[config.mk]
export PLATFORM = sky130hd
export DESIGN_NAME = rcc_test_cfg_loader_flat
export DESIGN_NICKNAME = d
export VERILOG_FILES = /design/src/rtl/rcc_test_cfg_loader_if.sv /design/src/rtl/rcc_test_cfg_loader.sv /design/src/flat_wrapper.sv
export SDC_FILE = /design/constraint.sdc
export NUM_CORES = 1
export LEC_CHECK = 0
export ABC_AREA = 1
export CAP_MARGIN = 20
export CORE_MARGIN = 1
export CORE_UTILIZATION = 40
export CTS_CLUSTER_SIZE = 10
export DETAILED_ROUTE_END_ITERATION = 7
export MAX_ROUTING_LAYER = met4
export PLACE_DENSITY_LB_ADDON = 0.05
export SYNTH_ARGS = -nofsm -noshare
export SYNTH_HDL_FRONTEND = slang
export SYNTH_SLANG_ARGS = --single-unit
[constraint.sdc]
create_clock -name clk -period 1.95 [get_ports clk]
set_input_delay 0.39 -clock clk [delete_from_list [all_inputs] [get_ports clk]]
set_output_delay 0.39 -clock clk [all_outputs]
set_load 0.05 [all_outputs]
[src/rtl/rcc_test_cfg_loader_if.sv]
// ----------------------------------------------------------------------------
// rcc_test_cfg_loader_if
// Serial shift/update handshake between an ATE/TAP-side controller (master)
// and the RCC test configuration loader (slave).
//   shift_en    : master -> slave, shift one bit per cycle while high
//   shift_in    : master -> slave, serial data, frame LSB first
//   update      : master -> slave, single-cycle commit request
//   shift_out   : slave -> master, shadow[0] for chaining
//   busy        : slave -> master, loader is in the SHIFT state
//   update_done : slave -> master, one-cycle pulse on a successful commit
//   cfg_err     : slave -> master, sticky framing/parity error
// ----------------------------------------------------------------------------
interface rcc_test_cfg_loader_if;
    logic shift_en;
    logic shift_in;
    logic update;
    logic shift_out;
    logic busy;
    logic update_done;
    logic cfg_err;

    modport master (
        output shift_en,
        output shift_in,
        output update,
        input  shift_out,
        input  busy,
        input  update_done,
        input  cfg_err
    );

    modport slave (
        input  shift_en,
        input  shift_in,
        input  update,
        output shift_out,
        output busy,
        output update_done,
        output cfg_err
    );
endinterface

[src/rtl/rcc_test_cfg_loader.sv]
// ----------------------------------------------------------------------------
// rcc_test_cfg_loader
// Serial loader for the RCC at-speed test clock-configuration word. A frame is
// shifted in LSB first into a shadow register; an update commits it to the
// registered test_* outputs only when exactly one full frame was received.
//
// Ports:
//   clk, rst   : loader clock, synchronous active-high reset
//   bus        : rcc_test_cfg_loader_if.slave (shift_en, shift_in, update,
//                shift_out, busy, update_done, cfg_err)
//   test_*     : registered configuration fields driven to the RCC test mux
//
// Build option:
//   RCC_TCFG_PARITY_EN : frame grows by one trailing even-parity bit and a
//                        commit additionally requires correct parity.
// ----------------------------------------------------------------------------
module rcc_test_cfg_loader #(
    parameter int unsigned CFG_W = 70,
    parameter int unsigned CNT_W = 7
) (
    input  logic                       clk,
    input  logic                       rst,
    rcc_test_cfg_loader_if.slave       bus,
    output logic [1:0]                 test_pllsrc,
    output logic [2:0]                 test_mco1sel,
    output logic [2:0]                 test_mco2sel,
    output logic [1:0]                 test_sw,
    output logic                       test_hrtimsel,
    output logic [1:0]                 test_clkpersel,
    output logic [1:0]                 test_hsidiv,
    output logic [5:0]                 test_divm1,
    output logic [5:0]                 test_divm2,
    output logic [5:0]                 test_divm3,
    output logic [3:0]                 test_mco1pre,
    output logic [3:0]                 test_mco2pre,
    output logic [5:0]                 test_rtcpre,
    output logic [3:0]                 test_d1cpre,
    output logic [2:0]                 test_d1ppre,
    output logic [3:0]                 test_hpre,
    output logic [2:0]                 test_d2ppre1,
    output logic [2:0]                 test_d2ppre2,
    output logic [2:0]                 test_d3ppre,
    output logic                       test_timpre,
    output logic                       test_eth_rcc_fes,
    output logic                       test_eth_rcc_epis_2
);

`ifdef RCC_TCFG_PARITY_EN
    localparam int unsigned FW = CFG_W + 1;
`else
    localparam int unsigned FW = CFG_W;
`endif
    localparam logic [CNT_W-1:0] CNT_MAX  = '1;
    localparam logic [CNT_W-1:0] CNT_FULL = CNT_W'(FW);

    typedef enum logic [1:0] {
        ST_IDLE  = 2'd0,
        ST_SHIFT = 2'd1,
        ST_HOLD  = 2'd2
    } state_t;

    state_t             r_state;
    logic [FW-1:0]      r_shadow;
    logic [CNT_W-1:0]   r_cnt;
    logic [CFG_W-1:0]   r_cfg;
    logic               r_update_done;
    logic               r_cfg_err;
    logic               w_parity_ok;

    // Even parity over the whole shadow, including the trailing parity bit.
`ifdef RCC_TCFG_PARITY_EN
    assign w_parity_ok = ~(^r_shadow);
`else
    assign w_parity_ok = 1'b1;
`endif

    // Shift / hold / commit state machine with all outputs registered.
    always_ff @(posedge clk) begin
        if (rst) begin
            r_state       <= ST_IDLE;
            r_shadow      <= '0;
            r_cnt         <= '0;
            r_cfg         <= '0;
            r_update_done <= 1'b0;
            r_cfg_err     <= 1'b0;
        end else begin
            r_update_done <= 1'b0;
            if (bus.shift_en) begin
                // Shift always wins; a concurrent update is a protocol error
                // and must not disturb the running count.
                r_state  <= ST_SHIFT;
                r_shadow <= {bus.shift_in, r_shadow[FW-1:1]};
                if (r_cnt != CNT_MAX) begin
                    r_cnt <= r_cnt + CNT_W'(1);
                end
                if (bus.update) begin
                    r_cfg_err <= 1'b1;
                end
            end else if (bus.update) begin
                // Any update outside a shift returns to IDLE; only an exact,
                // parity-clean frame reaches the outputs.
                r_state <= ST_IDLE;
                r_cnt   <= '0;
                if ((r_cnt == CNT_FULL) && w_parity_ok) begin
                    r_cfg         <= r_shadow[CFG_W-1:0];
                    r_update_done <= 1'b1;
                    r_cfg_err     <= 1'b0;
                end else begin
                    r_cfg_err     <= 1'b1;
                end
            end else if (r_cnt != '0) begin
                r_state <= ST_HOLD;
            end else begin
                r_state <= ST_IDLE;
            end
        end
    end

    assign bus.shift_out   = r_shadow[0];
    assign bus.busy        = (r_state == ST_SHIFT);
    assign bus.update_done = r_update_done;
    assign bus.cfg_err     = r_cfg_err;

    // Field map of the committed frame.
    assign test_pllsrc         = r_cfg[1:0];
    assign test_mco1sel        = r_cfg[4:2];
    assign test_mco2sel        = r_cfg[7:5];
    assign test_sw             = r_cfg[9:8];
    assign test_hrtimsel       = r_cfg[10];
    assign test_clkpersel      = r_cfg[12:11];
    assign test_hsidiv         = r_cfg[14:13];
    assign test_divm1          = r_cfg[20:15];
    assign test_divm2          = r_cfg[26:21];
    assign test_divm3          = r_cfg[32:27];
    assign test_mco1pre        = r_cfg[36:33];
    assign test_mco2pre        = r_cfg[40:37];
    assign test_rtcpre         = r_cfg[46:41];
    assign test_d1cpre         = r_cfg[50:47];
    assign test_d1ppre         = r_cfg[53:51];
    assign test_hpre           = r_cfg[57:54];
    assign test_d2ppre1        = r_cfg[60:58];
    assign test_d2ppre2        = r_cfg[63:61];
    assign test_d3ppre         = r_cfg[66:64];
    assign test_timpre         = r_cfg[67];
    assign test_eth_rcc_fes    = r_cfg[68];
    assign test_eth_rcc_epis_2 = r_cfg[69];

endmodule

[src/flat_wrapper.sv]
// flat-port wrapper written by rule: the top's interface ports become plain ports
module rcc_test_cfg_loader_flat 
#(
    parameter int unsigned CFG_W = 70,
    parameter int unsigned CNT_W = 7
)
  (clk, rst, test_pllsrc, test_mco1sel, test_mco2sel, test_sw, test_hrtimsel, test_clkpersel, test_hsidiv, test_divm1, test_divm2, test_divm3, test_mco1pre, test_mco2pre, test_rtcpre, test_d1cpre, test_d1ppre, test_hpre, test_d2ppre1, test_d2ppre2, test_d3ppre, test_timpre, test_eth_rcc_fes, test_eth_rcc_epis_2, bus_shift_en, bus_shift_in, bus_update, bus_shift_out, bus_busy, bus_update_done, bus_cfg_err);
  rcc_test_cfg_loader_if bus_i ();
  input  logic clk;
  input  logic rst;
  output logic [1:0] test_pllsrc;
  output logic [2:0] test_mco1sel;
  output logic [2:0] test_mco2sel;
  output logic [1:0] test_sw;
  output logic test_hrtimsel;
  output logic [1:0] test_clkpersel;
  output logic [1:0] test_hsidiv;
  output logic [5:0] test_divm1;
  output logic [5:0] test_divm2;
  output logic [5:0] test_divm3;
  output logic [3:0] test_mco1pre;
  output logic [3:0] test_mco2pre;
  output logic [5:0] test_rtcpre;
  output logic [3:0] test_d1cpre;
  output logic [2:0] test_d1ppre;
  output logic [3:0] test_hpre;
  output logic [2:0] test_d2ppre1;
  output logic [2:0] test_d2ppre2;
  output logic [2:0] test_d3ppre;
  output logic test_timpre;
  output logic test_eth_rcc_fes;
  output logic test_eth_rcc_epis_2;
  input wire logic [$bits(bus_i.shift_en)-1:0] bus_shift_en;
  input wire logic [$bits(bus_i.shift_in)-1:0] bus_shift_in;
  input wire logic [$bits(bus_i.update)-1:0] bus_update;
  output wire logic [$bits(bus_i.shift_out)-1:0] bus_shift_out;
  output wire logic [$bits(bus_i.busy)-1:0] bus_busy;
  output wire logic [$bits(bus_i.update_done)-1:0] bus_update_done;
  output wire logic [$bits(bus_i.cfg_err)-1:0] bus_cfg_err;
  assign bus_i.shift_en = bus_shift_en;
  assign bus_i.shift_in = bus_shift_in;
  assign bus_i.update = bus_update;
  assign bus_shift_out = bus_i.shift_out;
  assign bus_busy = bus_i.busy;
  assign bus_update_done = bus_i.update_done;
  assign bus_cfg_err = bus_i.cfg_err;
  rcc_test_cfg_loader #(.CFG_W(CFG_W), .CNT_W(CNT_W)) u_core (.clk(clk), .rst(rst), .bus(bus_i), .test_pllsrc(test_pllsrc), .test_mco1sel(test_mco1sel), .test_mco2sel(test_mco2sel), .test_sw(test_sw), .test_hrtimsel(test_hrtimsel), .test_clkpersel(test_clkpersel), .test_hsidiv(test_hsidiv), .test_divm1(test_divm1), .test_divm2(test_divm2), .test_divm3(test_divm3), .test_mco1pre(test_mco1pre), .test_mco2pre(test_mco2pre), .test_rtcpre(test_rtcpre), .test_d1cpre(test_d1cpre), .test_d1ppre(test_d1ppre), .test_hpre(test_hpre), .test_d2ppre1(test_d2ppre1), .test_d2ppre2(test_d2ppre2), .test_d3ppre(test_d3ppre), .test_timpre(test_timpre), .test_eth_rcc_fes(test_eth_rcc_fes), .test_eth_rcc_epis_2(test_eth_rcc_epis_2));
endmodule
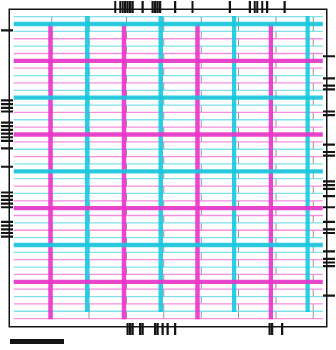
run_1/pdn.png
Bar = 20 um. Pins as bars on the die edge. Tap cells in gray.
Cyan shows VDD. Magenta shows VSS.
The core has 41 rows. 172 tap cells. 42 met1 rails follow the rows. 79 signal pins sit on the boundary.

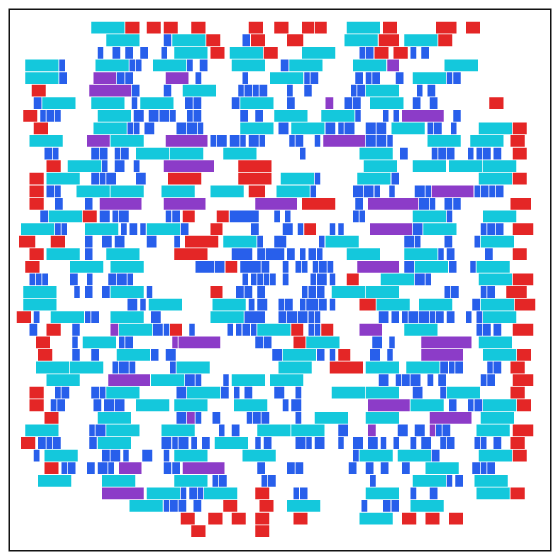
run_1/cell_classes.png
Purple shows clock drivers and dummy loads, cells 32, share of their area 9.3%. Cyan shows flip-flops, cells 151, share of their area 46%. Red shows other buffers and delay cells, cells 96, share of their area 14%. Blue shows all other logic, cells 425, share of their area 31%.

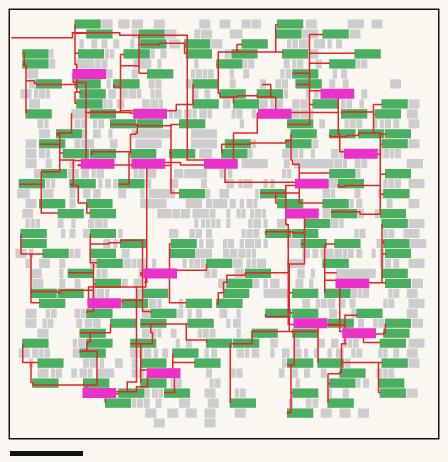
run_1/clock_map.png
Bar = 20 um.
Red shows clock wires, length 1690 um. Green shows flip-flops, count 151. Magenta shows cells driving clock nets, count 17.
There are 18 routed clock nets.

==> results_dict.tcl, run 1 <==
# yosys + openroad results
set metrics [dict create \
    worstMarginPinSlew_ps 515.4 \
    pg_clk_uw 3360 \
    p_seq_frac 0.467 \
    clk_pin_slew_ps 50 \
    firstDrtPassIters 6 \
    hp-class "flip-flop to flip-flop" \
    n_all_buffers 96 \
    worstHoldPathCells 2 \
    chipArea_um2 13620 \
    log.warning_count 28 \
    switchingPower_uw 1321 \
    final_common_cell "nand3_1" \
    postPlaceCellArea_um2 6277 \
    cts_resized 61 \
    ctsRootBufferMaster "clkbuf_16" \
    critPathKind "flip-flop to primary output" \
    clock_path_buffers 2 \
    fin_util 0.5381 \
    flops 151 \
    final_cell_mix "nand3_1 (152), dfxtp_1 (151), nand2_1 (89)" \
    power_leader "clock" \
    dominantRegCellSynth "dfxtp_1" \
    drc 0 \
    grt_pass1_vias 4181 \
    cts_tree "done" \
    top_cells_by_area "dfxtp_1 (57%), nand3_1 (14%), o22ai_1 (8.1%), nand2_1 (6.3%), inv_1 (5.4%)" \
    synth_area_um2 5263 \
    drv_cap 0 \
    rsz0062_at_grt "no" \
    outcome "completed" \
    comb_area_frac 0.2546 \
    buffer_area_frac 0.1380 \
    r2r_end "u_core.r_cfg[12]$_SDFFE_PP0P_" \
    ys_warn_count 0 \
    worstPathCellList "dlygate4sd2_1" \
    ys_cells 621 \
    setup.worst_path.start "u_core.r_shadow[0]$_SDFFE_PP0P_" \
    p_comb_frac 0.028 \
    synth.top_cell.area_share 0.5744 \
    synth.logic.top_family "simple AND/OR/NAND/NOR gates" \
    synthAoiAreaFrac 0.09130 \
    dpl.hpwl_um 7485 \
    fin_crit_ps 1723 \
]
[run 1: per-layer routing]
metal  track usage  up-vias  wire length, um
li1              -     2217                -
met1        0.2349     2005             5415
met2        0.2915       93             5179
met3       0.05397       11              516
met4       0.06835        0              141
met5             -        -                0
[run 1: through the flow]
step | total power [uW] | hold slack (ps) | setup WS [ps]
5_1_grt | 6896 | 478.5 | 166.8
3_3_place_gp | 3358 | 453.4 | 166.1
2_1_floorplan | 3288 | 447.8 | 581.4
3_5_place_dp | 3358 | 456.6 | 153.8
6_report | 6648 | 456.8 | 227.4
4_1_cts | 6720 | 464.4 | 0.2460
[run 1: flip-flops by register name, summed over array words and instances, names as in the netlist]
register,flops
u_core.r_shadow,70
u_core.r_cnt,7
u_core.bus.cfg_err,1
u_core.bus.update_done,1
u_core.r_state,2
u_core.r_cfg,70
## Run 2: what changed since run 1
Settings changed: CTS_CLUSTER_SIZE 10 to default, SLEW_MARGIN from default to 15.
==> run 2 against run 1 <==
Net effect: final cell count stayed put; clock power hardly changed; sequential share of layout area is the same; non-clock buffer count unchanged; clock-buffer cell count stayed put; maximum frequency is the same; worst hold slack did not move; clock skew unchanged; power is the same; first-iteration DRC count is the same.
==> results_dict.tcl, run 2 <==
# yosys + openroad results
set metrics [dict create \
    outcome "completed" \
    hold_ws_ps 456.8 \
    rsz0062_at_grt "no" \
    critPathKind "flip-flop to primary output" \
    synth.top_cell.area_share 0.5744 \
    worstHoldPathCells 2 \
    drc 0 \
    firstDrtPassIters 6 \
    synth_area_um2 5263 \
    ys_warn_count 0 \
    clk_pin_slew_ps 50 \
    largest_registers "u_core.r_cfg (70), u_core.r_shadow (70), u_core.r_cnt (7)" \
    top_cells_by_area "dfxtp_1 (57%), nand3_1 (14%), o22ai_1 (8.1%), nand2_1 (6.3%), inv_1 (5.4%)" \
    clock_path_buffers 2 \
    dominantRegCellSynth "dfxtp_1" \
    port_buffers 78 \
    htree_levels 4 \
    drv_cap 0 \
    p_total_uw 6648 \
    buffer_area_frac 0.1380 \
    grt_pass1_vias 4181 \
    ctsRootBufferMaster "clkbuf_16" \
    final_cell_mix "nand3_1 (152), dfxtp_1 (151), nand2_1 (89)" \
    n_all_buffers 96 \
    grt_max_degree 50 \
    chipArea_um2 13620 \
    postPlaceCellArea_um2 6277 \
    cts_tree "done" \
    final_common_cell "nand3_1" \
    flops 151 \
    place_ws_ps 153.8 \
    r2r_end "u_core.r_cfg[12]$_SDFFE_PP0P_" \
    dpl.hpwl_um 7485 \
    fin_ws_ps 227.4 \
    setup.worst_path.start "u_core.r_shadow[0]$_SDFFE_PP0P_" \
    die_h_um 116.7 \
    worstMarginPinSlew_ps 515.4 \
    worstPathCellList "dlygate4sd2_1" \
    log.warning_count 28 \
    vias 4326 \
    hp-class "flip-flop to flip-flop" \
]
## run 2: repair_timing
action	CTS	global route
resized	61	10
endpoints found under the hold margin	0	0
setup buffers	0	0
endpoints found under the setup margin	61	10
## run 2: kinds of logic (layout without fill, tap and decap cells)
family	count (synthesis)	after routing	share of synthesized area
buffers and inverters	125	208	0.09534
and+or+nand+nor	264	264	0.2318
DFF	151	151	0.5744
AOI/OAI and AO/OA	78	78	0.09130
adders and majority gates	3	3	0.007133
## run 2: power breakdown
group | internal, uW | switching [uW]
registers | 3100 | 6.63
logic | 58.1 | 130
clock network | 2170 | 1180
## run 2: layer usage
metal,global-route usage,wire (um),vias up
met2,0.2915,5179,93
met4,0.06835,141,0
li1,-,-,2217
met1,0.2349,5415,2005
met3,0.05397,516,11
met5,-,0,-
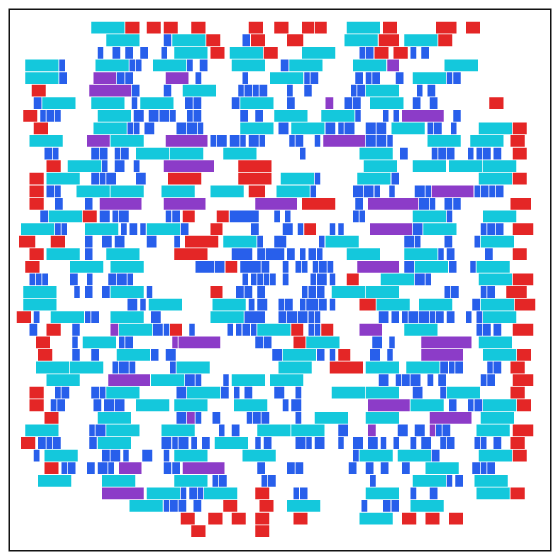
run_2/cell_classes.png
Red shows other buffers and delay cells, cells 96, share of their area 14%. Purple shows clock drivers and dummy loads, cells 32, share of their area 9.3%. Blue shows all other logic, cells 425, share of their area 31%. Cyan shows flip-flops, cells 151, share of their area 46%.

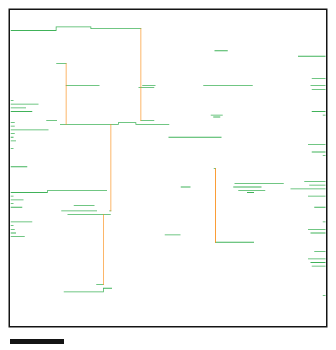
run_2/metal_stack.png
Bar = 20 um. Only two layers are drawn.
Green shows met3, wire length 516 um. Orange shows met4, wire length 141 um.

Power figures rest on the tool's default switching activity, not on a simulated workload.
